## src/rtl/mc_cpu_pkg.sv

```systemverilog
`default_nettype none
// +----------------------------------------------------------------------------+
// | Package   : mc_cpu_pkg                                                     |
// | Purpose   : Shared encodings for the multi-cycle MIPS-subset core:         |
// |             opcodes, funct codes, FSM state codes, ALUOp / RegDst / PCSrc  |
// |             encodings and the decoded-instruction record.                  |
// | Macros    : MC_CTRL_JAL_JR_EN (consumed by mc_decode and the FSM)          |
// | Revision  : 1.0 - initial release                                          |
// +----------------------------------------------------------------------------+
package mc_cpu_pkg;

   // Opcodes
   localparam logic [5:0] OP_RTYPE = 6'b000000;
   localparam logic [5:0] OP_BLTZ  = 6'b000001;
   localparam logic [5:0] OP_J     = 6'b000010;
   localparam logic [5:0] OP_JAL   = 6'b000011;
   localparam logic [5:0] OP_BEQ   = 6'b000100;
   localparam logic [5:0] OP_BNE   = 6'b000101;
   localparam logic [5:0] OP_ADDIU = 6'b001001;
   localparam logic [5:0] OP_SLTI  = 6'b001010;
   localparam logic [5:0] OP_ANDI  = 6'b001100;
   localparam logic [5:0] OP_ORI   = 6'b001101;
   localparam logic [5:0] OP_LW    = 6'b100011;
   localparam logic [5:0] OP_SW    = 6'b101011;
   localparam logic [5:0] OP_HALT  = 6'b111111;

   // R-type funct codes
   localparam logic [5:0] FN_SLL  = 6'b000000;
   localparam logic [5:0] FN_JR   = 6'b001000;
   localparam logic [5:0] FN_ADDU = 6'b100001;
   localparam logic [5:0] FN_SUBU = 6'b100011;
   localparam logic [5:0] FN_AND  = 6'b100100;
   localparam logic [5:0] FN_OR   = 6'b100101;
   localparam logic [5:0] FN_SLT  = 6'b101010;

   // FSM state encodings
   localparam logic [3:0] S_IF     = 4'd0;
   localparam logic [3:0] S_ID     = 4'd1;
   localparam logic [3:0] S_EXE_AL = 4'd2;
   localparam logic [3:0] S_EXE_BR = 4'd3;
   localparam logic [3:0] S_EXE_LS = 4'd4;
   localparam logic [3:0] S_MEM    = 4'd5;
   localparam logic [3:0] S_WB_AL  = 4'd6;
   localparam logic [3:0] S_WB_LD  = 4'd7;
   localparam logic [3:0] S_HALT   = 4'd8;

   // ALUOp encodings
   localparam logic [2:0] ALU_ADD  = 3'b000;
   localparam logic [2:0] ALU_SUB  = 3'b001;
   localparam logic [2:0] ALU_SLL  = 3'b010;
   localparam logic [2:0] ALU_OR   = 3'b011;
   localparam logic [2:0] ALU_AND  = 3'b100;
   localparam logic [2:0] ALU_SLTI = 3'b110;
   localparam logic [2:0] ALU_SLT  = 3'b111;

   // RegDst encodings
   localparam logic [1:0] REGDST_RA = 2'b00;
   localparam logic [1:0] REGDST_RT = 2'b01;
   localparam logic [1:0] REGDST_RD = 2'b10;

   // PCSrc encodings
   localparam logic [1:0] PCSRC_SEQ = 2'b00;
   localparam logic [1:0] PCSRC_BR  = 2'b01;
   localparam logic [1:0] PCSRC_JR  = 2'b10;
   localparam logic [1:0] PCSRC_JMP = 2'b11;

   // Instruction classes seen by the sequencer
   typedef enum logic [3:0] {
      CLS_NOP  = 4'd0,
      CLS_ALU  = 4'd1,
      CLS_BEQ  = 4'd2,
      CLS_BNE  = 4'd3,
      CLS_BLTZ = 4'd4,
      CLS_LW   = 4'd5,
      CLS_SW   = 4'd6,
      CLS_J    = 4'd7,
      CLS_JAL  = 4'd8,
      CLS_JR   = 4'd9,
      CLS_HALT = 4'd10
   } instr_cls_e;

   typedef struct packed {
      instr_cls_e cls;
      logic [2:0] alu_op;
      logic       alu_src_a;
      logic       alu_src_b;
      logic       ext_sel;
   } dec_t;

endpackage : mc_cpu_pkg
`default_nettype wire

```

## src/rtl/mc_decode.sv

```systemverilog
`default_nettype none
// +----------------------------------------------------------------------------+
// | Module    : mc_decode                                                      |
// | Purpose   : Combinational instruction decoder. Maps opcode/funct to an     |
// |             instruction class plus the EXE-phase ALU controls.             |
// | Ports     : op_i   [5:0] opcode from IR                                    |
// |             func_i [5:0] funct field from IR                               |
// |             dec_o        decoded record (class, ALUOp, srcA, srcB, ext)    |
// | Macros    : MC_CTRL_JAL_JR_EN - when undefined jal/jr decode as NOP        |
// | Revision  : 1.0 - initial release                                          |
// +----------------------------------------------------------------------------+
module mc_decode
   import mc_cpu_pkg::*;
(
   input  logic [5:0] op_i,
   input  logic [5:0] func_i,
   output dec_t       dec_o
);

   always_comb begin
      dec_o           = '0;
      dec_o.cls       = CLS_NOP;
      dec_o.alu_op    = ALU_ADD;
      case (op_i)
         OP_RTYPE: begin
            case (func_i)
               FN_ADDU: begin dec_o.cls = CLS_ALU; dec_o.alu_op = ALU_ADD; end
               FN_SUBU: begin dec_o.cls = CLS_ALU; dec_o.alu_op = ALU_SUB; end
               FN_SLL: begin
                  dec_o.cls       = CLS_ALU;
                  dec_o.alu_op    = ALU_SLL;
                  dec_o.alu_src_a = 1'b1;   // shamt feeds ALU A
               end
               FN_OR:   begin dec_o.cls = CLS_ALU; dec_o.alu_op = ALU_OR;  end
               FN_AND:  begin dec_o.cls = CLS_ALU; dec_o.alu_op = ALU_AND; end
               FN_SLT:  begin dec_o.cls = CLS_ALU; dec_o.alu_op = ALU_SLT; end
`ifdef MC_CTRL_JAL_JR_EN
               FN_JR:   dec_o.cls = CLS_JR;
`endif
               default: dec_o.cls = CLS_NOP;
            endcase
         end
         OP_ADDIU: begin
            dec_o.cls = CLS_ALU; dec_o.alu_op = ALU_ADD;
            dec_o.alu_src_b = 1'b1; dec_o.ext_sel = 1'b1;
         end
         OP_SLTI: begin
            dec_o.cls = CLS_ALU; dec_o.alu_op = ALU_SLTI;
            dec_o.alu_src_b = 1'b1; dec_o.ext_sel = 1'b1;
         end
         // Logical immediates are zero-extended
         OP_ANDI: begin
            dec_o.cls = CLS_ALU; dec_o.alu_op = ALU_AND; dec_o.alu_src_b = 1'b1;
         end
         OP_ORI: begin
            dec_o.cls = CLS_ALU; dec_o.alu_op = ALU_OR; dec_o.alu_src_b = 1'b1;
         end
         OP_BEQ:  begin dec_o.cls = CLS_BEQ;  dec_o.alu_op = ALU_SUB; end
         OP_BNE:  begin dec_o.cls = CLS_BNE;  dec_o.alu_op = ALU_SUB; end
         OP_BLTZ: begin dec_o.cls = CLS_BLTZ; dec_o.alu_op = ALU_SUB; end
         OP_LW: begin
            dec_o.cls = CLS_LW; dec_o.alu_src_b = 1'b1; dec_o.ext_sel = 1'b1;
         end
         OP_SW: begin
            dec_o.cls = CLS_SW; dec_o.alu_src_b = 1'b1; dec_o.ext_sel = 1'b1;
         end
         OP_J:    dec_o.cls = CLS_J;
`ifdef MC_CTRL_JAL_JR_EN
         OP_JAL:  dec_o.cls = CLS_JAL;
`endif
         OP_HALT: dec_o.cls = CLS_HALT;
         default: dec_o.cls = CLS_NOP;
      endcase
   end

endmodule : mc_decode
`default_nettype wire

```

## src/rtl/multi_cycle_control_fsm.sv

```systemverilog
`default_nettype none
// +----------------------------------------------------------------------------+
// | Module    : multi_cycle_control_fsm                                        |
// | Purpose   : Phase sequencer (IF/ID/EXE/MEM/WB) for the multi-cycle         |
// |             MIPS-subset core. Strobes are combinational from the state     |
// |             register plus OP/func/zero/sign.                               |
// | Ports     : CLK, Reset (sync, active-high), OP, func, zero, sign in;       |
// |             state, PCWre, IRWre, InsMemRW, ALUSrcA, ALUSrcB, ALUOp,        |
// |             ExtSel, mRD, mWR, DBDataSrc, RegWre, RegDst, WrRegDSrc,        |
// |             PCSrc out.                                                     |
// | Macros    : MC_CTRL_JAL_JR_EN - enables jal/jr; otherwise they run as NOPs |
// |             and WrRegDSrc is held at 1.                                    |
// | Revision  : 1.0 - initial release                                          |
// +----------------------------------------------------------------------------+
module multi_cycle_control_fsm
   import mc_cpu_pkg::*;
(
   input  logic       CLK,
   input  logic       Reset,
   input  logic [5:0] OP,
   input  logic [5:0] func,
   input  logic       zero,
   input  logic       sign,
   output logic [3:0] state,
   output logic       PCWre,
   output logic       IRWre,
   output logic       InsMemRW,
   output logic       ALUSrcA,
   output logic       ALUSrcB,
   output logic [2:0] ALUOp,
   output logic       ExtSel,
   output logic       mRD,
   output logic       mWR,
   output logic       DBDataSrc,
   output logic       RegWre,
   output logic [1:0] RegDst,
   output logic       WrRegDSrc,
   output logic [1:0] PCSrc
);

`ifdef MC_CTRL_JAL_JR_EN
   localparam logic WRSRC_DEFAULT = 1'b0;
`else
   // Without jal there is no PC+4 write-back path to select
   localparam logic WRSRC_DEFAULT = 1'b1;
`endif

   logic [3:0] state_q;
   logic [3:0] state_d;
   dec_t       dec;

   mc_decode u_decode (
      .op_i   (OP),
      .func_i (func),
      .dec_o  (dec)
   );

   assign state    = state_q;
   assign InsMemRW = 1'b1;

   // State register
   always_ff @(posedge CLK) begin
      if (Reset) begin
         state_q <= S_IF;
      end else begin
         state_q <= state_d;
      end
   end

   // Next-state logic
   always_comb begin
      state_d = S_IF;
      case (state_q)
         S_IF: state_d = S_ID;
         S_ID: begin
            case (dec.cls)
               CLS_J:                      state_d = S_IF;
`ifdef MC_CTRL_JAL_JR_EN
               CLS_JAL, CLS_JR:            state_d = S_IF;
`endif
               CLS_HALT:                   state_d = S_HALT;
               CLS_BEQ, CLS_BNE, CLS_BLTZ: state_d = S_EXE_BR;
               CLS_LW, CLS_SW:             state_d = S_EXE_LS;
               default:                    state_d = S_EXE_AL;
            endcase
         end
         S_EXE_AL: state_d = S_WB_AL;
         S_WB_AL:  state_d = S_IF;
         S_EXE_BR: state_d = S_IF;
         S_EXE_LS: state_d = S_MEM;
         S_MEM:    state_d = (dec.cls == CLS_LW) ? S_WB_LD : S_IF;
         S_WB_LD:  state_d = S_IF;
         S_HALT:   state_d = S_HALT;
         default:  state_d = S_IF;
      endcase
   end

   // Strobe logic
   always_comb begin
      PCWre     = 1'b0;
      IRWre     = 1'b0;
      ALUSrcA   = 1'b0;
      ALUSrcB   = 1'b0;
      ALUOp     = ALU_ADD;
      ExtSel    = 1'b0;
      mRD       = 1'b0;
      mWR       = 1'b0;
      DBDataSrc = 1'b0;
      RegWre    = 1'b0;
      RegDst    = REGDST_RA;
      WrRegDSrc = WRSRC_DEFAULT;
      PCSrc     = PCSRC_SEQ;
      case (state_q)
         S_IF: IRWre = 1'b1;
         S_ID: begin
            case (dec.cls)
               CLS_J: begin
                  PCWre = 1'b1;
                  PCSrc = PCSRC_JMP;
               end
`ifdef MC_CTRL_JAL_JR_EN
               CLS_JAL: begin
                  PCWre     = 1'b1;
                  PCSrc     = PCSRC_JMP;
                  RegWre    = 1'b1;
                  RegDst    = REGDST_RA;
                  WrRegDSrc = 1'b0;
               end
               CLS_JR: begin
                  PCWre = 1'b1;
                  PCSrc = PCSRC_JR;
               end
`endif
               default: ;
            endcase
         end
         S_EXE_AL: begin
            ALUOp   = dec.alu_op;
            ALUSrcA = dec.alu_src_a;
            ALUSrcB = dec.alu_src_b;
            ExtSel  = dec.ext_sel;
         end
         S_WB_AL: begin
            // Unknown instructions reach here as NOPs: no register write
            RegWre    = (dec.cls == CLS_ALU);
            RegDst    = (OP == OP_RTYPE) ? REGDST_RD : REGDST_RT;
            WrRegDSrc = 1'b1;
            PCWre     = 1'b1;
            PCSrc     = PCSRC_SEQ;
         end
         S_EXE_BR: begin
            ALUOp = ALU_SUB;
            PCWre = 1'b1;
            case (dec.cls)
               CLS_BEQ:  PCSrc = zero  ? PCSRC_BR : PCSRC_SEQ;
               CLS_BNE:  PCSrc = !zero ? PCSRC_BR : PCSRC_SEQ;
               CLS_BLTZ: PCSrc = sign  ? PCSRC_BR : PCSRC_SEQ;
               default:  PCSrc = PCSRC_SEQ;
            endcase
         end
         S_EXE_LS: begin
            ALUOp   = ALU_ADD;
            ALUSrcB = 1'b1;
            ExtSel  = 1'b1;
         end
         S_MEM: begin
            if (dec.cls == CLS_LW) begin
               mRD = 1'b1;
            end else begin
               mWR   = 1'b1;
               PCWre = 1'b1;
            end
         end
         S_WB_LD: begin
            mRD       = 1'b1;
            DBDataSrc = 1'b1;
            RegWre    = 1'b1;
            RegDst    = REGDST_RT;
            WrRegDSrc = 1'b1;
            PCWre     = 1'b1;
         end
         default: ;  // HALT and unused codes: everything idle
      endcase

      // Reset aborts the current instruction: no architectural side effects
      if (Reset) begin
         PCWre  = 1'b0;
         IRWre  = 1'b0;
         RegWre = 1'b0;
         mWR    = 1'b0;
      end
   end

endmodule : multi_cycle_control_fsm
`default_nettype wire

```

## config.mk

```make
export PLATFORM = sky130hd
export DESIGN_NAME = multi_cycle_control_fsm
export DESIGN_NICKNAME = d
export VERILOG_FILES = /design/src/rtl/mc_cpu_pkg.sv /design/src/rtl/mc_decode.sv /design/src/rtl/multi_cycle_control_fsm.sv
export SDC_FILE = /design/constraint.sdc
export NUM_CORES = 1
export LEC_CHECK = 0
export ABC_AREA = 1
export CAP_MARGIN = 15
export CELL_PAD_IN_SITES_DETAIL_PLACEMENT = 1
export CELL_PAD_IN_SITES_GLOBAL_PLACEMENT = 2
export CORE_MARGIN = 5
export CORE_UTILIZATION = 20
export DETAILED_ROUTE_END_ITERATION = 8
export PLACE_DENSITY = 0.81
export SLEW_MARGIN = 20
export SYNTH_ARGS = -nofsm -noshare
export SYNTH_HDL_FRONTEND = slang
export SYNTH_SLANG_ARGS = --single-unit
```

## constraint.sdc

```tcl
create_clock -name CLK -period 3.32 [get_ports CLK]
set_clock_uncertainty 0.1 [all_clocks]
set_input_delay 0.83 -clock CLK [delete_from_list [all_inputs] [get_ports CLK]]
set_output_delay 0.83 -clock CLK [all_outputs]
set_load 0.02 [all_outputs]
```

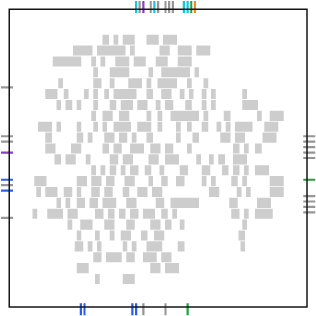
Fig. 1. Pin placement (run 1).
Drawn at 4 px/µm. Pins as bars across the die edge, other pins in gray.
Key: cyan = state [pins 4, direction output, edge top]; orange = DBDataSrc [pins 1, direction output, edge top]; blue = OP [pins 6, direction input, edge 4 bottom, 2 left]; purple = PCSrc [pins 2, direction output, edge 1 top, 1 left]; green = ALUOp [pins 3, direction output, edge 1 top, 1 right, 1 bottom]
All pins by edge: 13 top, 10 right, 8 left, 7 bottom.

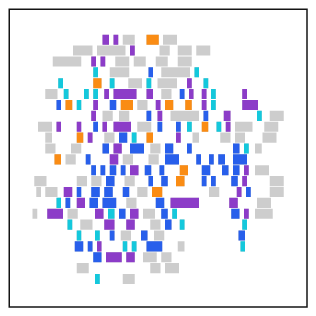
Fig. 2. Selected gate families (run 1).
Drawn at 4 px/µm.
Key: cyan = inverters [cells 29, most used inv_1]; purple = NOR gates [cells 45, most used nor2_1]; blue = NAND gates [cells 56, most used nand2_1]; orange = inverting AOI/OAI gates [cells 13]

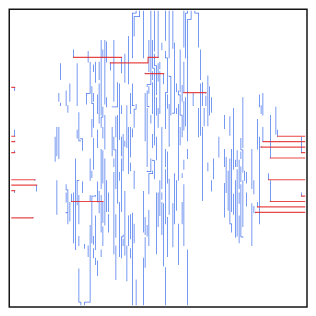
Fig. 3. Metal layers overlaid (run 1).
Drawn at 4 px/µm. Two of the layers only.
Key: red = met3 [wire length 144 µm]; blue = met2 [wire length 1880 µm]

==> out/qor.txt, run 1 <==
Combinational share of cell area = 44.7%
Flops = 4
First-pass GRT wire length = 5750 µm
Hold path startpoint = state[2]
Total GRT Usage = 13.1%
Critical-path maximum fanout = 4
Leading area contributor after synthesis = nor2_1
Area grow syn2layout = 74.4%
RSZ-0062 raised after global routing = yes
Commonest cells post-synth = 27 x nor2_1, 24 x inv_1, 24 x nand2_1
CTS sink cnt = 4
Min-Delay Path Class = reg -> reg
M2 GR Usage = 25.8%
# fillers = 525
Mean post-synth cell area = 5.47 µm²
FP Core Util = 20.5%
TritonCTS clock tree = done
Reg-to-reg setup timing slack = 1840 ps
Final Hold Vio Count = 0
RR Startpoint = state[3]
Most used logic cell in the final layout = buf_4
Adder share = 0%
Fraction of registers with async set/reset = 0%
Logic area = 639 µm²
Main flop type = dfxtp_1
Yosys cell count = 150
Number of flip-flops in the largest register = 4
Clock buffer cells = 3
Post-synthesis sequential area ratio = 9.76%
Mapped Area = 821 µm²
Initial antenna violation count = 0
Die width = 74.1 µm
Count leader, synth = nor2_1
PnR worst setup slack = 47.9 ps
Cell Area, Placed = 1400 µm²
Syn Inst Count = 150
Antenna Cells = 0
Ys flops = 4
Placer Congestion = 0.918
HPWL after DPL = 2980 µm
Status = finished clean
Startpoint Class = input port
Synth top area share = 12.3%
Clk_lat worst skew = 210 ps
Filler-free cell count of the finished design = 261
Die Ht = 74.1 µm
#MultiIn Comb = 116
DRC violations left = 0
Top cells excl fill/tap = 26 x buf_4, 25 x nor2_1, 24 x inv_1, 24 x nand2_1, 16 x nand3_1
DR vias/cell = 4.58
Main logic family after synthesis = simple AND/OR/NAND/NOR gates
Vias post-DR = 1195
Placed insts = 257
Clk tree area frac = 2.88%
Hold Buf Count CTS = 0
Initial DRT Pass Iterations = 4
Critical Path Start = func[0]
Layout cells sized above 1 = 29.9%
WL per Instance = 13.4 µm
OpenROAD warnings = 27
==> run 1: per-layer routing <==
layer / part of all wire [%] / up-vias
li1: - / 605
met1: 42 / 562
met2: 54 / 28
met3: 4.1 / 0
met4: 0 / 0
met5: 0 / -
==> run 1: report_power, final <==
part | switching [W] | internal, W
clock network | 0.0000235 | 0.0000771
logic | 0.0000942 | 0.0000600
registers | 0.00000598 | 0.0000535
total | 0.000124 | 0.000191
==> run 1: what timing repair did <==
item,CTS,global route
setup buffers,1,0
endpoints found under the hold margin,0,0
resized,38,11
pin swaps,1,1
endpoints found under the setup margin,14,8
==> run 1: worst max-delay path: stages <==
cell             delay (ps)
clkdlybuf4s50_1         540
inv_1                    70
nor2_1                  110
nand3_1                 130
nand3_1                 110
nand2_2                  60
a31oi_1                 160
clkdlybuf4s15_1         330
==> inputs of run 2 (changes only) <==
Settings changed: CTS_BUF_LIST set to sky130_fd_sc_hd__clkbuf_16, RECOVER_POWER set to 25.
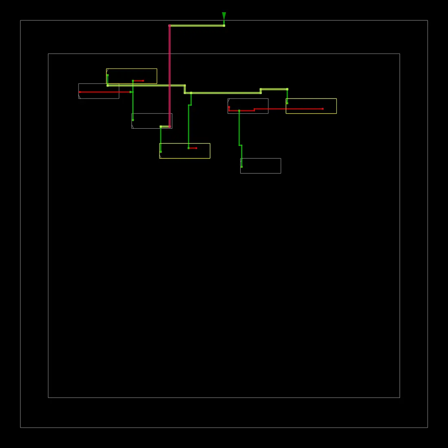
Fig. 4. Clock wiring as the flow saved it (run 2).
Num CTS Buffers: 3
CTS sink cnt: 4
Flops: 4
Clock buffer cells: 3
clk pwr: 0.000190 W

==> run 2 against run 1 <==
Effect of this change: fmax fell by 0.12%; worst hold slack improved by 13 ps; final area rose by 2.6%; non-clock buffer count did not move; total power rose by 28%; via count rose by 0.84%; die area did not move; clock power rose by 88%; global-route usage rose by 0.53 points; critical path type unchanged; largest power group is now clock.
==> out/qor.txt, run 2 <==
Cell Area, Placed = 1400 µm²
PnR worst setup slack = 44.0 ps
Ys flops = 4
Syn Inst Count = 150
Met3 Resource Use GR = 3.11%
CP bufs+invs = 3
Status = finished clean
Crit path max-delay family = buffers and inverters
# fillers = 520
DR vias/cell = 4.62
CP dominant cell by count = nand3_1
Filler-free cell count of the finished design = 261
Top cells excl fill/tap = 25 x nor2_1, 25 x buf_4, 24 x inv_1, 24 x nand2_1, 16 x nand3_1
Post-synth area hogs = nor2_1 12%, inv_1 11%, nand2_1 11%
Final setup fails = 0
Area grow syn2layout = 79.0%
WL per Instance = 13.7 µm
First-pass GRT wire length = 5890 µm
Critical path cell sequence = clkdlybuf4s50_1, inv_1, nor2_1, nand3_1, nand3_1, nand2_2, a31oi_1, clkdlybuf4s15_1
Flop share of the area = 5.45%
WHS = 533 ps
Post-synthesis sequential area ratio = 9.76%
Min-Delay Path Class = reg -> reg
DRC violations left = 0
M2 GR Usage = 26.1%
Mean post-synth cell area = 5.47 µm²
Fraction of registers with async set/reset = 0%
Layout cells sized above 1 = 29.9%
GR peak layer = met2
Leading area contributor after synthesis = nor2_1
Final min period = 3280 ps
CP peak stage delay = 540 ps
#MultiIn Comb = 116
FP Core Util = 20.5%
TritonCTS clock tree = done
Logic area = 639 µm²
Antenna Cells = 0
Number of flip-flops in the largest register = 4
Longest Clk Path Bufs = 2
Clk_lat worst skew = 230 ps
Peak VDD IR = 0.223 mV
Core Util, Final = 36.7%
Slowest cell on the critical path = clkdlybuf4s50_1
Max layer used = met4
Met2 wire length = 1890 µm
Postcts setup bufs = 1
Final Hold Vio Count = 0
Mapped Area = 821 µm²
Total GRT Usage = 13.7%
Startpoint Class = input port
Main flop type = dfxtp_1
RSZ-0062 raised after global routing = yes
Critical-path maximum fanout = 4
Crit path capture type = output pin
M1 WL = 1510 µm
OpenROAD warnings = 27
Initial DRT Pass Iterations = 4
Vias post-DR = 1205
Count leader, synth = nor2_1
HPWL after DPL = 2980 µm
Synth top area share = 12.3%
Commonest cells post-synth = 27 x nor2_1, 24 x inv_1, 24 x nand2_1
Initial antenna violation count = 0
Yosys cell count = 150
Placed insts = 257
Reg-to-reg setup timing slack = 1810 ps
Hold Buf Count CTS = 0
Post_cts resized = 38
Met3 Wirelength = 151 µm
Clk tree area frac = 5.11%
Combinational share of cell area = 43.5%
Placer Congestion = 0.918
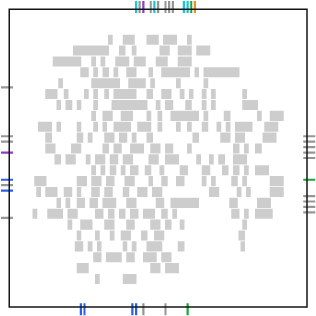
Fig. 5. Pin placement (run 2).
Drawn at 4 px/µm. Pins as bars across the die edge, other pins in gray.
Port Buffer Count: 35
Die Ht: 74.1 µm
die width: 74.1 µm

[run 2: cell counts after synthesis]
Identical to the previous run, type by type.
[run 2: kinds of logic (layout without fill, tap and decap cells)]
family	Yosys count	after routing	synth area share, %
AND-OR/OR-AND	13	13	9.76
buffers and inverters	31	91	15.2
flip-flops	4	4	9.76
other	1	2	0.457
AND/OR/NAND/NOR	101	101	64.8
[run 2: worst paths after layout]
check,depth (start not counted),end,start
worst max-delay path,8,ALUOp[1],func[0]
worst min register to register,3,state[3],state[2]
worst min-delay path,3,state[3],state[2]
worst max register to register,7,state[2],state[3]
[run 2: report_power, final]
| part | internal (W) | leakage, nW | switching, W |
|---|---|---|---|
| registers | 0.0000535 | 0.0328 | 0.00000539 |
| logic | 0.0000593 | 0.741 | 0.0000946 |
| clock network | 0.000154 | 0.0370 | 0.0000364 |
Power is estimated from default activity; no workload was simulated.
